<file path="src/rtl/i2c_slave_regif.sv">
// rtl/i2c_slave_regif.sv - I2C target bridging bus transactions onto an 8-bit register port (optional I2C_SLAVE_GLITCH_FILTER_EN)
module i2c_slave_regif #(
    parameter logic [6:0] DEV_ADDR = 7'h50
) (
    input  logic       clk,
    input  logic       reset,
    input  logic       scl,
    input  logic       sda_i,
    output logic       sda_oe,
    output logic [7:0] reg_addr,
    output logic [7:0] reg_wdata,
    output logic       reg_wr,
    output logic       reg_rd,
    input  logic [7:0] reg_rdata,
    output logic       busy,
    output logic       start_det,
    output logic       stop_det
);

    typedef enum logic [3:0] {
        S_IDLE, S_ADDR, S_ADDR_ACK, S_REG, S_REG_ACK,
        S_WDATA, S_WDATA_ACK, S_RDATA, S_RDATA_ACK, S_IGNORE
    } state_t;

    state_t     state, state_n;
    logic [1:0] scl_sync, sda_sync;
    logic       scl_c, sda_c, scl_d, sda_d;
    logic [3:0] bit_cnt, bit_cnt_n;
    logic [7:0] shift, shift_n;
    logic       ack_drv, ack_drv_n, rw, rw_n, rd_d1;
    logic       sda_oe_n, reg_wr_n, reg_rd_n, busy_n;
    logic [7:0] reg_addr_n, reg_wdata_n;
    logic       scl_rise, scl_fall, start_c, stop_c;
    logic [7:0] byte_in;

    // Synchronizers idle high so a reset never fabricates a START.
    always_ff @(posedge clk) begin
        if (reset) begin
            scl_sync <= 2'b11;
            sda_sync <= 2'b11;
        end else begin
            scl_sync <= {scl_sync[0], scl};
            sda_sync <= {sda_sync[0], sda_i};
        end
    end

`ifdef I2C_SLAVE_GLITCH_FILTER_EN
    logic [1:0] scl_hist, sda_hist;
    logic       scl_f, sda_f;

    always_ff @(posedge clk) begin
        if (reset) begin
            scl_hist <= 2'b11;
            sda_hist <= 2'b11;
            scl_f    <= 1'b1;
            sda_f    <= 1'b1;
        end else begin
            scl_hist <= {scl_hist[0], scl_sync[1]};
            sda_hist <= {sda_hist[0], sda_sync[1]};
            scl_f    <= (scl_sync[1] & scl_hist[0]) | (scl_sync[1] & scl_hist[1]) | (scl_hist[0] & scl_hist[1]);
            sda_f    <= (sda_sync[1] & sda_hist[0]) | (sda_sync[1] & sda_hist[1]) | (sda_hist[0] & sda_hist[1]);
        end
    end

    assign scl_c = scl_f;
    assign sda_c = sda_f;
`else
    assign scl_c = scl_sync[1];
    assign sda_c = sda_sync[1];
`endif

    assign scl_rise = scl_c & ~scl_d;
    assign scl_fall = ~scl_c & scl_d;
    assign start_c  = scl_c & scl_d & sda_d & ~sda_c;
    assign stop_c   = scl_c & scl_d & ~sda_d & sda_c;
    assign byte_in  = {shift[6:0], sda_c};

    always_ff @(posedge clk) begin
        if (reset) begin
            state     <= S_IDLE;
            scl_d     <= 1'b1;
            sda_d     <= 1'b1;
            bit_cnt   <= 4'd0;
            shift     <= 8'h00;
            ack_drv   <= 1'b0;
            rw        <= 1'b0;
            rd_d1     <= 1'b0;
            sda_oe    <= 1'b0;
            reg_addr  <= 8'h00;
            reg_wdata <= 8'h00;
            reg_wr    <= 1'b0;
            reg_rd    <= 1'b0;
            busy      <= 1'b0;
            start_det <= 1'b0;
            stop_det  <= 1'b0;
        end else begin
            state     <= state_n;
            scl_d     <= scl_c;
            sda_d     <= sda_c;
            bit_cnt   <= bit_cnt_n;
            shift     <= shift_n;
            ack_drv   <= ack_drv_n;
            rw        <= rw_n;
            rd_d1     <= reg_rd;
            sda_oe    <= sda_oe_n;
            reg_addr  <= reg_addr_n;
            reg_wdata <= reg_wdata_n;
            reg_wr    <= reg_wr_n;
            reg_rd    <= reg_rd_n;
            busy      <= busy_n;
            start_det <= start_c;
            stop_det  <= stop_c;
        end
    end

    always_comb begin
        state_n     = state;
        bit_cnt_n   = bit_cnt;
        shift_n     = shift;
        ack_drv_n   = ack_drv;
        rw_n        = rw;
        sda_oe_n    = sda_oe;
        reg_addr_n  = reg_addr;
        reg_wdata_n = reg_wdata;
        reg_wr_n    = 1'b0;
        reg_rd_n    = 1'b0;
        busy_n      = busy;

        // Pointer advances the cycle after a write strobe; read data lands 2 clk after reg_rd.
        if (reg_wr)
            reg_addr_n = reg_addr + 8'd1;
        if (rd_d1)
            shift_n = reg_rdata;

        if (start_c) begin
            state_n   = S_ADDR;
            bit_cnt_n = 4'd0;
            ack_drv_n = 1'b0;
            sda_oe_n  = 1'b0;
            busy_n    = 1'b0;
        end else if (stop_c) begin
            state_n  = S_IDLE;
            sda_oe_n = 1'b0;
            busy_n   = 1'b0;
        end else begin
            case (state)
                S_ADDR, S_REG, S_WDATA: begin
                    if (scl_rise) begin
                        shift_n   = byte_in;
                        bit_cnt_n = bit_cnt + 4'd1;
                        if (bit_cnt == 4'd7) begin
                            bit_cnt_n = 4'd0;
                            ack_drv_n = 1'b0;
                            if (state == S_ADDR) begin
                                if (byte_in[7:1] == DEV_ADDR) begin
                                    state_n  = S_ADDR_ACK;
                                    busy_n   = 1'b1;
                                    rw_n     = byte_in[0];
                                    reg_rd_n = byte_in[0];
                                end else begin
                                    state_n = S_IGNORE;
                                end
                            end else if (state == S_REG) begin
                                reg_addr_n = byte_in;
                                state_n    = S_REG_ACK;
                            end else begin
                                reg_wdata_n = byte_in;
                                reg_wr_n    = 1'b1;
                                state_n     = S_WDATA_ACK;
                            end
                        end
                    end
                end
                S_ADDR_ACK, S_REG_ACK, S_WDATA_ACK: begin
                    // First fall starts the ACK, second fall ends it.
                    if (scl_fall) begin
                        if (!ack_drv) begin
                            sda_oe_n  = 1'b1;
                            ack_drv_n = 1'b1;
                        end else begin
                            ack_drv_n = 1'b0;
                            bit_cnt_n = 4'd0;
                            sda_oe_n  = 1'b0;
                            if (state == S_ADDR_ACK && rw) begin
                                state_n  = S_RDATA;
                                sda_oe_n = ~shift[7];
                            end else if (state == S_ADDR_ACK) begin
                                state_n = S_REG;
                            end else begin
                                state_n = S_WDATA;
                            end
                        end
                    end
                end
                S_RDATA: begin
                    if (scl_rise)
                        bit_cnt_n = bit_cnt + 4'd1;
                    if (scl_fall) begin
                        if (bit_cnt == 4'd8) begin
                            sda_oe_n  = 1'b0;
                            ack_drv_n = 1'b0;
                            state_n   = S_RDATA_ACK;
                        end else begin
                            shift_n  = {shift[6:0], 1'b0};
                            sda_oe_n = ~shift[6];
                        end
                    end
                end
                S_RDATA_ACK: begin
                    if (scl_rise) begin
                        if (!sda_c) begin
                            reg_addr_n = reg_addr + 8'd1;
                            reg_rd_n   = 1'b1;
                            ack_drv_n  = 1'b1;
                        end else begin
                            state_n = S_IGNORE;
                        end
                    end
                    if (scl_fall && ack_drv) begin
                        state_n   = S_RDATA;
                        bit_cnt_n = 4'd0;
                        ack_drv_n = 1'b0;
                        sda_oe_n  = ~shift[7];
                    end
                end
                S_IDLE, S_IGNORE: ;
                default: state_n = S_IDLE;
            endcase
        end
    end

endmodule

</file>
<file path="config.mk">
export PLATFORM = sky130hd
export DESIGN_NAME = i2c_slave_regif
export DESIGN_NICKNAME = d
export VERILOG_FILES = /design/src/rtl/i2c_slave_regif.sv
export SDC_FILE = /design/constraint.sdc
export NUM_CORES = 1
export LEC_CHECK = 0
export ABC_AREA = 1
export CAP_MARGIN = 5
export CORE_UTILIZATION = 35
export CTS_BUF_LIST = sky130_fd_sc_hd__clkbuf_16
export CTS_CLUSTER_SIZE = 24
export DETAILED_ROUTE_END_ITERATION = 16
export SLEW_MARGIN = 20
export SYNTH_ARGS = -nofsm -noshare
export SYNTH_HDL_FRONTEND = slang
export SYNTH_SLANG_ARGS = --single-unit
export TNS_END_PERCENT = 20
</file>
<file path="constraint.sdc">
create_clock -name clk -period 4.36 [get_ports clk]
set_clock_uncertainty 0.2 [all_clocks]
set_input_delay 0.654 -clock clk [delete_from_list [all_inputs] [get_ports clk]]
set_output_delay 0.654 -clock clk [all_outputs]
set_load 0.01 [all_outputs]
</file>
==> impl_results.html, run 1 <==
<h2>Synthesis and place &amp; route</h2>
<table>
<tr><th>Metric</th><th>Value</th></tr>
<tr><th colspan="2">Detailed routing</th></tr>
<tr><td>Iteration tally of the first detailed-router pass</td><td>5</td></tr>
<tr><td>Average vias per placed instance</td><td>5.14</td></tr>
<tr><td>Iteration-0 DRC count of the detailed router</td><td>170</td></tr>
<tr><td>Routed length on met2</td><td>3770 um</td></tr>
<tr><td>Count of antenna-violating nets left after detailed routing</td><td>0</td></tr>
<tr><td>Remaining design rule violation count</td><td>0</td></tr>
<tr><td>Number of vias after detailed routing</td><td>3,048</td></tr>
<tr><th colspan="2">Floorplan</th></tr>
<tr><td>Chip Height</td><td>92.4 um</td></tr>
<tr><td>I/O Pins</td><td>34</td></tr>
<tr><td>Std-Cell Core Area</td><td>7810 um^2</td></tr>
<tr><td>Horizontal die size</td><td>92.4 um</td></tr>
<tr><td>Die Footprint</td><td>8530 um^2</td></tr>
<tr><td>Initial standard-cell utilization of the core</td><td>0.366</td></tr>
<tr><td>FP Rows</td><td>32</td></tr>
<tr><th colspan="2">Power and ir drop</th></tr>
<tr><td>Clock Power Share</td><td>0.243</td></tr>
<tr><td>Peak supply drop</td><td>0.313 mV</td></tr>
<tr><td>Pwr per Cell Area</td><td>520 nW/um^2</td></tr>
<tr><td>Switching pwr</td><td>766 uW</td></tr>
<tr><td>Power share of the sequential group</td><td>0.295</td></tr>
<tr><td>Switching power as a share of total power</td><td>0.427</td></tr>
<tr><td>Design internal power</td><td>1030 uW</td></tr>
<tr><td>Static leakage</td><td>0.00149 uW</td></tr>
<tr><td>Combinational fraction of design power</td><td>0.462</td></tr>
<tr><th colspan="2">Synthesis</th></tr>
<tr><td>Average cell area after synthesis</td><td>6.27 um^2</td></tr>
<tr><td>Post-synthesis register bit count</td><td>47</td></tr>
<tr><td>Warnings from Yosys</td><td>0</td></tr>
<tr><td>Number of nets produced by synthesis</td><td>471</td></tr>
<tr><td>Area of the synthesized netlist per yosys stat</td><td>2860 um^2</td></tr>
<tr><td>Post-synthesis cell count from yosys</td><td>456</td></tr>
<tr><td>Post-synthesis cell type count</td><td>32</td></tr>
<tr><td>Synth Cell Area</td><td>2860 um^2</td></tr>
<tr><td>Register area share after synthesis</td><td>0.329</td></tr>
<tr><th colspan="2">CTS</th></tr>
<tr><td>Number of buffers added to fix hold violations after cts</td><td>0</td></tr>
<tr><td>Deepest clock path buffer count</td><td>2</td></tr>
<tr><td>Number of buffers created by CTS</td><td>5</td></tr>
<tr><td>Maximum level of the CTS H-tree</td><td>2</td></tr>
<tr><td>Post-CTS setup-driven buffer insertion count</td><td>0</td></tr>
<tr><td>Root cell of the clock tree</td><td>clkbuf_16</td></tr>
<tr><td>TritonCTS clock tree</td><td>done</td></tr>
<tr><td>Sinks on Clock Net</td><td>47</td></tr>
<tr><td>Resized cells post-CTS</td><td>0</td></tr>
<tr><th colspan="2">Final timing</th></tr>
<tr><td>Hold Violations, Final</td><td>0</td></tr>
<tr><td>Setup repair after global routing missed its margin</td><td>no</td></tr>
<tr><td>Final Setup Violations</td><td>0</td></tr>
<tr><td>Period utilization</td><td>0.530</td></tr>
<tr><td>Setup TNS Final</td><td>0 ps</td></tr>
<tr><td>Measured slew at the worst slew-check pin</td><td>396 ps</td></tr>
<tr><td>Final max-slew violation count</td><td>0</td></tr>
<tr><td>Shortest period the worst path allows</td><td>2310 ps</td></tr>
<tr><td>Slew HR</td><td>0.735</td></tr>
<tr><td>Fmax</td><td>433 MHz</td></tr>
<tr><th colspan="2">Critical path</th></tr>
<tr><td>CP arrival</td><td>1460 ps</td></tr>
<tr><td>Worst Path Class, Setup</td><td>flop to primary output</td></tr>
<tr><td>Slack of the worst reg-to-reg path</td><td>2270 ps</td></tr>
<tr><td>Cell with the biggest individual delay on the critical path</td><td>clkdlybuf4s50_1</td></tr>
<tr><td>Worst path bufs/invs</td><td>1</td></tr>
<tr><td>R2R Path Start</td><td>bit_cnt[0]$_SDFFE_PP0P_</td></tr>
<tr><td>Critical register-to-register path endpoint</td><td>reg_addr[4]$_SDFF_PP0_</td></tr>
<tr><td>Kind of end point of the critical path</td><td>primary output</td></tr>
<tr><td>Critical-path cell list</td><td>clkdlybuf4s50_1</td></tr>
<tr><td>Maximum single-stage delay on the critical path</td><td>610 ps</td></tr>
<tr><td>Critical Path Source Type</td><td>flop</td></tr>
<tr><td>Delay-heaviest family, CP</td><td>buffers and inverters</td></tr>
<tr><td>Number of cells on the worst reg-to-reg path</td><td>10</td></tr>
<tr><td>Required time of the critical path</td><td>3510 ps</td></tr>
<tr><td>Largest fanout on the critical path</td><td>11</td></tr>
<tr><th colspan="2">Worst hold path</th></tr>
<tr><td>Worst Hold Path Cells</td><td>1</td></tr>
<tr><td>Endpoint of the worst hold path</td><td>scl_sync[1]$_SDFF_PP1_</td></tr>
<tr><td>Kind of path behind the tightest hold check</td><td>flop to flop</td></tr>
<tr><td>Startpoint of the lowest-slack hold path</td><td>scl_sync[0]$_SDFF_PP1_</td></tr>
<tr><th colspan="2">Global routing</th></tr>
<tr><td>Initial antenna violation count</td><td>0</td></tr>
<tr><td>Sum of overflow across all layers after global routing</td><td>0</td></tr>
<tr><td>Global-route wire length before repair</td><td>13,600 um</td></tr>
<tr><td>Number of global-route vias before repair</td><td>2,799</td></tr>
<tr><td>Largest net degree at the start of global routing</td><td>30</td></tr>
<tr><th colspan="2">Finish</th></tr>
<tr><td>Regs by FF count</td><td>reg_addr (8), reg_wdata (8), shift (8)</td></tr>
<tr><td>Non-filler instance count after layout</td><td>593</td></tr>
<tr><td>Antenna cells</td><td>0</td></tr>
<tr><td>Area growth from synthesis to layout</td><td>20.8%</td></tr>
<tr><td>Final net count</td><td>505</td></tr>
<tr><th colspan="2">Placement</th></tr>
<tr><td>Global placer's final weighted congestion</td><td>0.863</td></tr>
<tr><td>Total instance count after detailed placement</td><td>585</td></tr>
<tr><td>Final HPWL from detailed placement</td><td>6140 um</td></tr>
<tr><th colspan="2">Flow run</th></tr>
<tr><td>Maxcap violations</td><td>0</td></tr>
<tr><td>Number of warning messages in the logs</td><td>27</td></tr>
<tr><th colspan="2">Run status</th></tr>
<tr><td>Run status</td><td>completed</td></tr>
</table>
run 1: per-stage QoR:
stage / total power [uW] / util / instance area [um^2] / worst slack [ps] / hold WS [ps]
floorplan: 1160 / - / 2860 / 2530 / 189
global placement: 1360 / 0.421 / 3290 / 2140 / 198
detailed placement: 1350 / 0.421 / 3290 / 2110 / 200
CTS: 1790 / 0.442 / 3450 / 2040 / 223
global route: 1930 / 0.442 / 3450 / 1990 / 238
finish: 1790 / 0.442 / 3450 / 2050 / 221
run 1: layout by cell type, fill, tap and decap left out, types with 4 or more instances in the layout:
cell               n
nand2_1          124
nor2_1            55
inv_1             50
dfxtp_1           47
a21oi_1           36
clkdlybuf4s50_1   33
nand3_1           31
o21ai_0           28
inv_2             10
o211ai_1          10
nand2_2            9
or2_2              8
nor2_2             6
nand4_1            5
xor2_1             5
clkbuf_16          5
a31oi_1            4
run 1: area by class of cell:
class | count | area [um^2]
multi-input cells | 342 | 1650
clock buffers | 5 | 125
clock inverters | 3 | 42.5
flip-flops and latches | 47 | 941
fillers | 853 | 4350
inverters | 60 | 225
well taps | 102 | 128
repair buffers | 34 | 338
run 1: logic make-up after synthesis:
| kind of cell | synth area share |
|---|---|
| buf+inv | 0.0919 |
| simple gates | 0.377 |
| fa+ha+maj | 0.0131 |
| compound gates | 0.170 |
| xor+xnor | 0.0184 |
| flops | 0.329 |
run 1: how the worst max path moves through the flow:
stage | start | endpoint | slack, ps | cells after the start
floorplan | bit_cnt[0]$_SDFFE_PP0P_ | reg_wdata[0]$_SDFFE_PP0P_ | 2530 | 10
finish | reg_wr$_SDFF_PP0_ | reg_wr | 2050 | 1
CTS | reg_wr$_SDFF_PP0_ | reg_wr | 2040 | 1
global placement | reset | reg_rd$_SDFF_PP0_ | 2140 | 5
detailed placement | reset | state[1]$_SDFFE_PP0P_ | 2110 | 5
global route | reg_wr$_SDFF_PP0_ | reg_wr | 1990 | 1
run 1: Yosys cell counts (all sizes together):
master | n | share of area
ha | 3 | 0.013
nor2 | 64 | 0.097
o21a | 1 | 0.0026
a32oi | 1 | 0.0031
o21ai | 29 | 0.051
a31oi | 4 | 0.0088
a211oi | 1 | 0.0026
nor4 | 1 | 0.0022
buf | 2 | 0.0066
xor2 | 5 | 0.015
nand3b | 2 | 0.0053
clkbuf | 5 | 0.0066
nand4 | 5 | 0.011
inv | 60 | 0.079
a21oi | 37 | 0.066
o221ai | 1 | 0.0031
nand2 | 133 | 0.18
xnor2 | 1 | 0.0031
o211ai | 10 | 0.026
o22ai | 3 | 0.0066
or2 | 8 | 0.018
nand3 | 31 | 0.054
nor3 | 2 | 0.0074
dfxtp | 47 | 0.33
run 1: power groups by stage:
stage | logic, uW | clock network (uW) | registers [uW]
after floorplan | 623 | 0 | 536
after global placement | 823 | 0 | 536
after detailed placement | 814 | 0 | 537
after CTS | 818 | 447 | 527
after global routing | 932 | 459 | 536
final | 830 | 436 | 528
run 1: layer usage:
| layer | GRT usage | vias to the layer above |
|---|---|---|
| met5 | 0 | - |
| met4 | 0.0599 | 0 |
| met3 | 0.0263 | 12 |
| met2 | 0.324 | 90 |
| met1 | 0.275 | 1408 |
| li1 | - | 1538 |
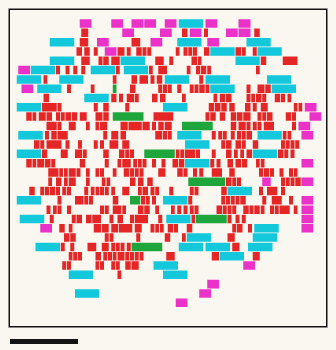
*Cell classes on the final placement, run 1*
Bar = 20 um.
| class | color | cells |
|---|---|---|
| clock drivers and dummy loads | green | 8 |
| remaining buffers and delay cells | magenta | 34 |
| remaining logic cells | red | 402 |
| registers | cyan | 47 |

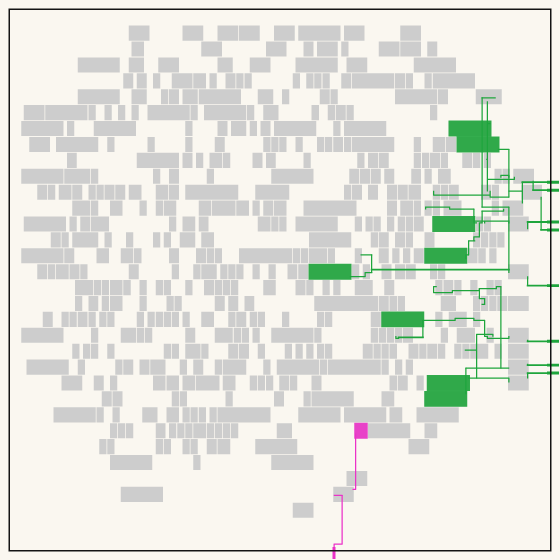
*Nets reached from selected ports, run 1*
| port | color | bits | direction | edge | end cells | wire |
|---|---|---|---|---|---|---|
| reg_addr | green | 8 | output | right | 8 | 283 um |
| scl | magenta | 1 | input | bottom | 1 | 21.8 um |

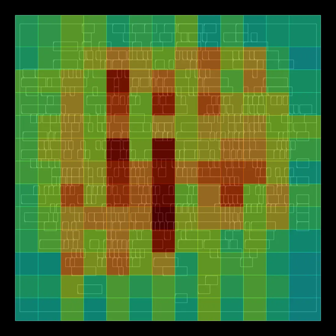
*Track usage over the die, run 1*
Total Routing Usage GR: 0.200
WL per Instance: 13.7 um
met2 Use GR: 0.324
grt met1 use: 0.275

## Run 2: what changed since run 1
==> constraint.sdc (replaced) <==
create_clock -name clk -period 2.2 [get_ports clk]
set_clock_uncertainty 0.2 [all_clocks]
set_input_delay 0.33 -clock clk [delete_from_list [all_inputs] [get_ports clk]]
set_output_delay 0.33 -clock clk [all_outputs]
set_load 0.01 [all_outputs]
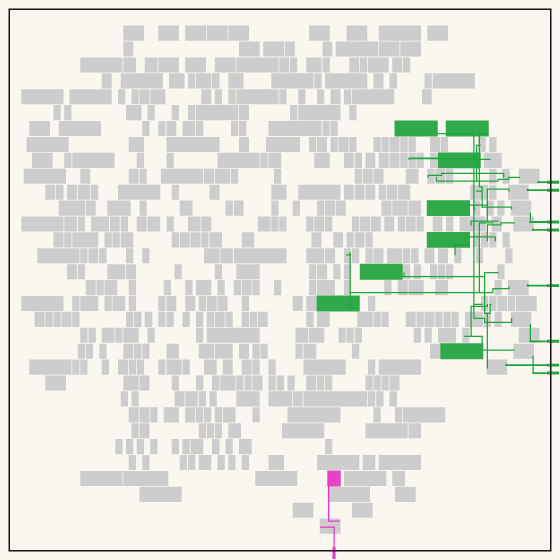
*Nets reached from selected ports, run 2*
I/O Pins: 34
tally of buffers added on design ports: 33

==> impl_results.html, run 2 <==
<h2>Synthesis and place &amp; route</h2>
<table>
<tr><th>Metric</th><th>Value</th></tr>
<tr><th colspan="2">Finish</th></tr>
<tr><td>Antenna cells</td><td>0</td></tr>
<tr><td>Non-filler instance count after layout</td><td>602</td></tr>
<tr><td>Multi-input gate area</td><td>1660 um^2</td></tr>
<tr><td>Reg area</td><td>942 um^2</td></tr>
<tr><td>Top Layout Cells</td><td>nand2_1, nor2_1, inv_1</td></tr>
<tr><td>Fraction of final layout cells sized beyond drive strength 1</td><td>0.114</td></tr>
<tr><td>Regs by FF count</td><td>reg_addr (8), reg_wdata (8), shift (8)</td></tr>
<tr><td>Dominant logic cell type in the layout</td><td>nand2_1</td></tr>
<tr><td>Filler Cells Inserted</td><td>832</td></tr>
<tr><td>Final net count</td><td>514</td></tr>
<tr><td>Area growth from synthesis to layout</td><td>23.5%</td></tr>
<tr><th colspan="2">Placement</th></tr>
<tr><td>Total instance count after detailed placement</td><td>592</td></tr>
<tr><td>Global placer's final weighted congestion</td><td>0.914</td></tr>
<tr><td>Final HPWL from detailed placement</td><td>6350 um</td></tr>
<tr><td>Worst setup slack after placement</td><td>170 ps</td></tr>
<tr><th colspan="2">Critical path</th></tr>
<tr><td>Worst Path Class, Setup</td><td>flop to flop</td></tr>
<tr><td>Kind of end point of the critical path</td><td>flop</td></tr>
<tr><td>CP arrival</td><td>2040 ps</td></tr>
<tr><td>Number of cells on the worst reg-to-reg path</td><td>10</td></tr>
<tr><td>Required time of the critical path</td><td>2220 ps</td></tr>
<tr><td>Critical register-to-register path endpoint</td><td>reg_wdata[5]$_SDFFE_PP0P_</td></tr>
<tr><td>Largest fanout on the critical path</td><td>6</td></tr>
<tr><td>Critical Path Source Type</td><td>flop</td></tr>
<tr><th colspan="2">Detailed routing</th></tr>
<tr><td>Count of antenna-violating nets left after detailed routing</td><td>0</td></tr>
<tr><td>Remaining design rule violation count</td><td>0</td></tr>
<tr><td>Number of vias after detailed routing</td><td>3,039</td></tr>
<tr><td>Iteration-0 DRC count of the detailed router</td><td>172</td></tr>
<tr><td>WL per Instance</td><td>13.6 um</td></tr>
<tr><td>Average vias per placed instance</td><td>5.05</td></tr>
<tr><td>Routed length on met2</td><td>3840 um</td></tr>
<tr><td>Iteration tally of the first detailed-router pass</td><td>4</td></tr>
<tr><th colspan="2">Run status</th></tr>
<tr><td>Run status</td><td>completed</td></tr>
<tr><th colspan="2">CTS</th></tr>
<tr><td>Number of buffers created by CTS</td><td>5</td></tr>
<tr><td>Maximum level of the CTS H-tree</td><td>2</td></tr>
<tr><td>TritonCTS clock tree</td><td>done</td></tr>
<tr><td>Root cell of the clock tree</td><td>clkbuf_16</td></tr>
<tr><td>Deepest clock path buffer count</td><td>2</td></tr>
<tr><td>Sinks on Clock Net</td><td>47</td></tr>
<tr><td>Number of buffers added to fix hold violations after cts</td><td>0</td></tr>
<tr><th colspan="2">Global routing</th></tr>
<tr><td>Sum of overflow across all layers after global routing</td><td>0</td></tr>
<tr><td>Global-route wire length before repair</td><td>13,900 um</td></tr>
<tr><td>Largest net degree at the start of global routing</td><td>16</td></tr>
<tr><td>Initial antenna violation count</td><td>0</td></tr>
<tr><td>Number of global-route vias before repair</td><td>2,886</td></tr>
<tr><td>Total Routing Usage GR</td><td>0.204</td></tr>
<tr><th colspan="2">Synthesis</th></tr>
<tr><td>Area of the synthesized netlist per yosys stat</td><td>2860 um^2</td></tr>
<tr><td>Number of nets produced by synthesis</td><td>471</td></tr>
<tr><td>Async set or reset register ratio after synthesis</td><td>0</td></tr>
<tr><td>Most used standard cell by instance count after synthesis</td><td>nand2_1</td></tr>
<tr><td>Most area-consuming cells after synthesis</td><td>dfxtp_1, nand2_1, nor2_1</td></tr>
<tr><td>Register area share after synthesis</td><td>0.329</td></tr>
<tr><td>Post-synthesis cell count from yosys</td><td>456</td></tr>
<tr><td>Cell accounting for the most synthesized area</td><td>dfxtp_1</td></tr>
<tr><td>Post-synthesis register bit count</td><td>47</td></tr>
<tr><td>Synth Cell Area</td><td>2860 um^2</td></tr>
<tr><td>Fraction of post-synthesis cell area in the top cell type by area</td><td>0.329</td></tr>
<tr><td>Average cell area after synthesis</td><td>6.27 um^2</td></tr>
<tr><td>Dominant synthesized flop cell</td><td>dfxtp_1</td></tr>
<tr><th colspan="2">Power and ir drop</th></tr>
<tr><td>Peak supply drop</td><td>0.639 mV</td></tr>
<tr><td>Static leakage</td><td>0.00154 uW</td></tr>
<tr><td>Pwr per Cell Area</td><td>1010 nW/um^2</td></tr>
<tr><th colspan="2">Final timing</th></tr>
<tr><td>Slew HR</td><td>0.727</td></tr>
<tr><td>Period utilization</td><td>0.921</td></tr>
<tr><td>Measured slew at the worst slew-check pin</td><td>408 ps</td></tr>
<tr><td>Final max-slew violation count</td><td>0</td></tr>
<tr><td>Worst path setup slack after routing</td><td>175 ps</td></tr>
<tr><td>Hold Violations, Final</td><td>0</td></tr>
<tr><td>Fmax</td><td>494 MHz</td></tr>
<tr><td>Final Setup Violations</td><td>0</td></tr>
<tr><td>Shortest period the worst path allows</td><td>2030 ps</td></tr>
<tr><th colspan="2">Flow run</th></tr>
<tr><td>Number of warning messages in the logs</td><td>27</td></tr>
<tr><td>Maxcap violations</td><td>0</td></tr>
<tr><th colspan="2">Worst hold path</th></tr>
<tr><td>Kind of path behind the tightest hold check</td><td>flop to flop</td></tr>
<tr><td>Startpoint of the lowest-slack hold path</td><td>scl_sync[0]$_SDFF_PP1_</td></tr>
<tr><td>Endpoint of the worst hold path</td><td>scl_sync[1]$_SDFF_PP1_</td></tr>
<tr><td>Worst Hold Path Cells</td><td>1</td></tr>
<tr><th colspan="2">Floorplan</th></tr>
<tr><td>FP Rows</td><td>32</td></tr>
<tr><td>Horizontal die size</td><td>92.4 um</td></tr>
<tr><td>Die Footprint</td><td>8530 um^2</td></tr>
</table>
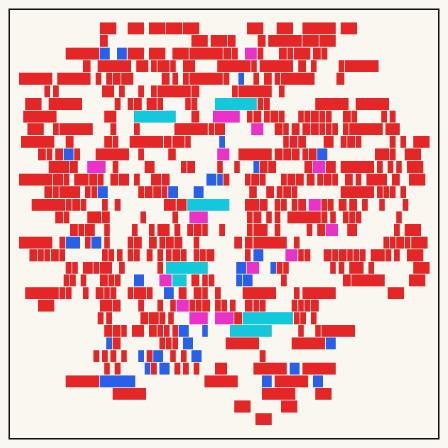
*Sizing map, run 2*
| size | color | cells |
|---|---|---|
| x2 | blue | 35 |
| x6 and larger | cyan | 7 |
| x3 and x4 | magenta | 15 |
| x1 and smaller | red | 443 |

-- run 2: cell counts after synthesis --
Identical to the previous run, type by type.
-- run 2: kinds of logic after synthesis --
| group | synth area share |
|---|---|
| compound gates | 0.170 |
| flops | 0.329 |
| xor+xnor | 0.0184 |
| fa+ha+maj | 0.0131 |
| buf+inv | 0.0919 |
| simple gates | 0.377 |
-- run 2: worst max path at each step --
stage | end | slack (ps) | from
4_1_cts | reg_wdata[5]$_SDFFE_PP0P_ | 160 | bit_cnt[0]$_SDFFE_PP0P_
6_report | reg_wdata[5]$_SDFFE_PP0P_ | 170 | bit_cnt[0]$_SDFFE_PP0P_
3_5_place_dp | reg_wdata[6]$_SDFFE_PP0P_ | 170 | bit_cnt[0]$_SDFFE_PP0P_
2_1_floorplan | reg_wdata[0]$_SDFFE_PP0P_ | 370 | bit_cnt[0]$_SDFFE_PP0P_
3_3_place_gp | reg_wdata[2]$_SDFFE_PP0P_ | 240 | bit_cnt[0]$_SDFFE_PP0P_
5_1_grt | reg_wdata[0]$_SDFFE_PP0P_ | -4 | bit_cnt[0]$_SDFFE_PP0P_
-- run 2: report_power, final --
| part | internal [uW] | switching, uW | total [uW] | leakage (uW) |
|---|---|---|---|---|
| sequential | 942 | 111 | 1050 | 0.000382 |
| clock | 537 | 340 | 877 | 0.0000818 |
| combinational | 577 | 1070 | 1650 | 0.00107 |
-- run 2: layer usage --
| metal | GRT usage | vias up |
|---|---|---|
| met2 | 0.340 | 80 |
| met1 | 0.272 | 1390 |
| met5 | 0 | - |
| met3 | 0.0320 | 12 |
| li1 | - | 1557 |
| met4 | 0.0599 | 0 |
-- run 2: metrics by stage --
| stage | area (um^2) | setup TNS [ps] | total power [uW] | utilization | hold WS (ps) |
|---|---|---|---|---|---|
| after floorplan | 2860 | 0 | 2300 | - | 189 |
| after detailed placement | 3340 | 0 | 2690 | 0.428 | 205 |
| final | 3530 | 0 | 3580 | 0.452 | 214 |
| after global routing | 3530 | -4.48 | 3880 | 0.452 | 243 |
| after global placement | 3340 | 0 | 2700 | 0.428 | 196 |
| after CTS | 3510 | 0 | 3580 | 0.449 | 220 |
-- run 2: area by class of cell --
type                    instances  area share
well taps                     102      0.0362
repair buffers                 43       0.115
clock inverters                 3      0.0121
flip-flops and latches         47       0.267
multi-input cells             342       0.471
clock buffers                   5      0.0354
inverters                      60      0.0638
-- run 2: repair_timing --
item | 4_1_cts | 5_1_grt
gates resized | 0 | 4
buffers inserted | 0 | 2
setup endpoints to repair | 0 | 13
-- run 2: critical path: stages, from the launching register on --
cell and delay (ps):
dfxtp_1 390, ha_1 200, nand2_1 100, nor2_4 150, nand2_2 100, nor2_2 120
inv_2 60, nor3_4 230, buf_4 180, nand2_1 60, a21oi_1 160
## Run 3: what changed since run 2
--- a/config.mk
+++ b/config.mk
@@ -11,6 +11,7 @@
 export CTS_BUF_LIST = sky130_fd_sc_hd__clkbuf_16
 export CTS_CLUSTER_SIZE = 24
 export DETAILED_ROUTE_END_ITERATION = 16
+export PLACE_DENSITY_LB_ADDON = 0.3
 export SLEW_MARGIN = 20
 export SYNTH_ARGS = -nofsm -noshare
 export SYNTH_HDL_FRONTEND = slang
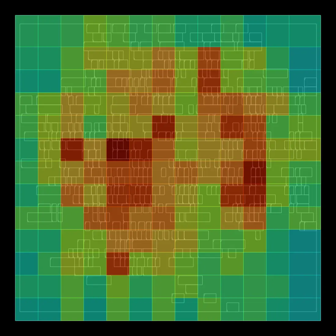
*Track usage over the die, run 3*
met3 Use GR: 0.0402
WL per Instance: 13.7 um
GRT busiest layer: met2
Post-Route Utilization: 0.449

==> impl_results.html, run 3 <==
<h2>Synthesis and place &amp; route</h2>
<table>
<tr><th>Metric</th><th>Value</th></tr>
<tr><th colspan="2">Run status</th></tr>
<tr><td>Run status</td><td>completed</td></tr>
<tr><th colspan="2">Global routing</th></tr>
<tr><td>Global-route wire length before repair</td><td>13,600 um</td></tr>
<tr><td>Sum of overflow across all layers after global routing</td><td>0</td></tr>
<tr><td>Number of global-route vias before repair</td><td>2,883</td></tr>
<tr><td>Initial antenna violation count</td><td>0</td></tr>
<tr><td>Total Routing Usage GR</td><td>0.199</td></tr>
<tr><td>Largest net degree at the start of global routing</td><td>23</td></tr>
<tr><th colspan="2">Flow run</th></tr>
<tr><td>Number of warning messages in the logs</td><td>27</td></tr>
<tr><th colspan="2">Synthesis</th></tr>
<tr><td>Area of the synthesized netlist per yosys stat</td><td>2860 um^2</td></tr>
<tr><td>Most used standard cell by instance count after synthesis</td><td>nand2_1</td></tr>
<tr><td>Post-synthesis register bit count</td><td>47</td></tr>
<tr><td>Most area-consuming cells after synthesis</td><td>dfxtp_1, nand2_1, nor2_1</td></tr>
<tr><td>Leading post-synthesis cells by instance count</td><td>nand2_1, nor2_1, inv_1</td></tr>
<tr><td>Cell accounting for the most synthesized area</td><td>dfxtp_1</td></tr>
<tr><td>Warnings from Yosys</td><td>0</td></tr>
<tr><td>Fraction of post-synthesis cell area in the top cell type by area</td><td>0.329</td></tr>
<tr><td>Register area share after synthesis</td><td>0.329</td></tr>
<tr><td>Post-synthesis cell count from yosys</td><td>456</td></tr>
<tr><th colspan="2">Critical path</th></tr>
<tr><td>Slack of the worst reg-to-reg path</td><td>160 ps</td></tr>
<tr><td>Required time of the critical path</td><td>2180 ps</td></tr>
<tr><td>Worst Path Class, Setup</td><td>flop to flop</td></tr>
<tr><td>Critical register-to-register path endpoint</td><td>sda_oe$_SDFFE_PP0P_</td></tr>
<tr><td>CP arrival</td><td>2020 ps</td></tr>
<tr><td>Maximum single-stage delay on the critical path</td><td>390 ps</td></tr>
<tr><td>Delay-heaviest family, CP</td><td>simple AND/OR/NAND/NOR gates</td></tr>
<tr><td>Critical Path Source Type</td><td>flop</td></tr>
<tr><td>Largest fanout on the critical path</td><td>12</td></tr>
<tr><th colspan="2">Final timing</th></tr>
<tr><td>Final Setup Violations</td><td>0</td></tr>
<tr><td>Shortest period the worst path allows</td><td>2040 ps</td></tr>
<tr><td>Measured slew at the worst slew-check pin</td><td>440 ps</td></tr>
<tr><td>Slew HR</td><td>0.706</td></tr>
<tr><td>Min Hold Slack</td><td>223 ps</td></tr>
<tr><td>Period utilization</td><td>0.928</td></tr>
<tr><td>Final max-slew violation count</td><td>0</td></tr>
<tr><td>Setup TNS Final</td><td>0 ps</td></tr>
<tr><th colspan="2">Power and ir drop</th></tr>
<tr><td>Pwr per Cell Area</td><td>1020 nW/um^2</td></tr>
<tr><td>Switching power as a share of total power</td><td>0.427</td></tr>
<tr><td>Clock Power Share</td><td>0.244</td></tr>
<tr><td>Peak supply drop</td><td>0.512 mV</td></tr>
<tr><td>Power share of the sequential group</td><td>0.293</td></tr>
<tr><td>Design internal power</td><td>2060 uW</td></tr>
<tr><th colspan="2">CTS</th></tr>
<tr><td>Deepest clock path buffer count</td><td>2</td></tr>
<tr><td>Maximum level of the CTS H-tree</td><td>2</td></tr>
<tr><td>Root cell of the clock tree</td><td>clkbuf_16</td></tr>
<tr><td>Sinks on Clock Net</td><td>47</td></tr>
<tr><td>Number of buffers added to fix hold violations after cts</td><td>0</td></tr>
<tr><td>Number of buffers created by CTS</td><td>5</td></tr>
<tr><td>TritonCTS clock tree</td><td>done</td></tr>
<tr><th colspan="2">Finish</th></tr>
<tr><td>Dominant logic cell type in the layout</td><td>nand2_1</td></tr>
<tr><td>Antenna cells</td><td>0</td></tr>
<tr><td>Filler Cells Inserted</td><td>809</td></tr>
<tr><td>Area growth from synthesis to layout</td><td>22.7%</td></tr>
<tr><td>Final net count</td><td>510</td></tr>
<tr><th colspan="2">Floorplan</th></tr>
<tr><td>Horizontal die size</td><td>92.4 um</td></tr>
<tr><td>Initial standard-cell utilization of the core</td><td>0.366</td></tr>
<tr><td>Die Footprint</td><td>8530 um^2</td></tr>
<tr><td>Chip Height</td><td>92.4 um</td></tr>
<tr><td>I/O Pins</td><td>34</td></tr>
<tr><th colspan="2">Placement</th></tr>
<tr><td>Global placer's final weighted congestion</td><td>0.894</td></tr>
<tr><td>Worst setup slack after placement</td><td>130 ps</td></tr>
<tr><th colspan="2">Detailed routing</th></tr>
<tr><td>Remaining design rule violation count</td><td>0</td></tr>
<tr><td>Number of vias after detailed routing</td><td>3,135</td></tr>
<tr><td>Iteration tally of the first detailed-router pass</td><td>5</td></tr>
<tr><th colspan="2">Worst hold path</th></tr>
<tr><td>Startpoint of the lowest-slack hold path</td><td>scl_sync[0]$_SDFF_PP1_</td></tr>
</table>
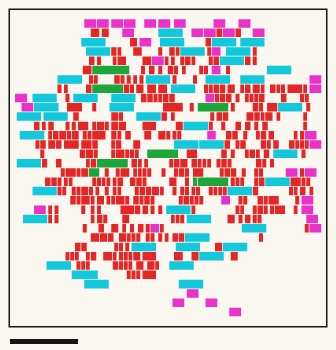
*Cell classes on the final placement, run 3*
Bar = 20 um.
final std cell area, no fill: 3510 um^2
flop share of the area: 0.269
FP Rows: 32
Std-Cell Core Area: 7810 um^2

[run 3: cell types whose count changed in the layout (fill, tap and decap cells not counted)]
cell | previous run | this run
nor2_1 | 55 | 54
nor2_4 | 4 | 5
buf_4 | 10 | 6
o21ai_1 | 2 | 1
o21ai_0 | 27 | 28
[run 3: metrics by stage]
stage / cells / utilization / instance area (um^2) / power, uW
finish: 598 / 0.449 / 3510 / 3590
global route: 598 / 0.449 / 3510 / 3890
CTS: 595 / 0.444 / 3470 / 3560
detailed placement: 587 / 0.423 / 3300 / 2680
global placement: 587 / 0.423 / 3300 / 2670
floorplan: 456 / - / 2860 / 2300
[run 3: cell type report]
type,count,area (um^2),area share
timing repair buffer,39,375,0.107
multi-input combinational,342,1670,0.476
sequential,47,942,0.269
clock inverter,3,42.5,0.0121
clock buffer,5,125,0.0357
tap,102,128,0.0364
inverter,60,225,0.0642
[run 3: metal layers]
layer  GRT usage  part of all wire  vias up
met3      0.0402             0.067       25
li1            -                 -     1546
met5           0                 0        -
met2       0.315              0.45      117
met4      0.0690             0.028        0
met1       0.269              0.45     1447
[run 3: logic make-up (layout without fill, tap and decap cells)]
logic type,after synthesis,in the layout,share of synthesized area
compound gates,87,87,0.170
xor+xnor,6,6,0.0184
fa+ha+maj,3,3,0.0131
buf+inv,67,107,0.0919
flops,47,47,0.329
simple gates,246,246,0.377
[run 3: power groups by stage]
stage	registers [uW]	logic, uW	clock network [uW]
floorplan	1060	1230	0
global placement	1060	1610	0
detailed placement	1070	1620	0
finish	1050	1660	877
global route	1060	1890	932
CTS	1050	1630	888
[run 3: worst max path at each step]
stage,to,slack (ps),cells after the start,start
after floorplan,reg_wdata[0]$_SDFFE_PP0P_,370,10,bit_cnt[0]$_SDFFE_PP0P_
after global placement,state[3]$_SDFFE_PP0P_,230,11,state[3]$_SDFFE_PP0P_
after detailed placement,reg_wdata[0]$_SDFFE_PP0P_,130,10,bit_cnt[0]$_SDFFE_PP0P_
after CTS,reg_wdata[0]$_SDFFE_PP0P_,130,10,bit_cnt[0]$_SDFFE_PP0P_
after global routing,sda_oe$_SDFFE_PP0P_,3,9,state[3]$_SDFFE_PP0P_
final,sda_oe$_SDFFE_PP0P_,160,9,state[3]$_SDFFE_PP0P_
[run 3: timing repair]
item / 4_1_cts / 5_1_grt
gates resized: 0 / 5
endpoints found under the setup margin: 0 / 17
endpoints found under the hold margin: 0 / 0
setup buffers: 0 / 3
Power is estimated from default activity; no workload was simulated.
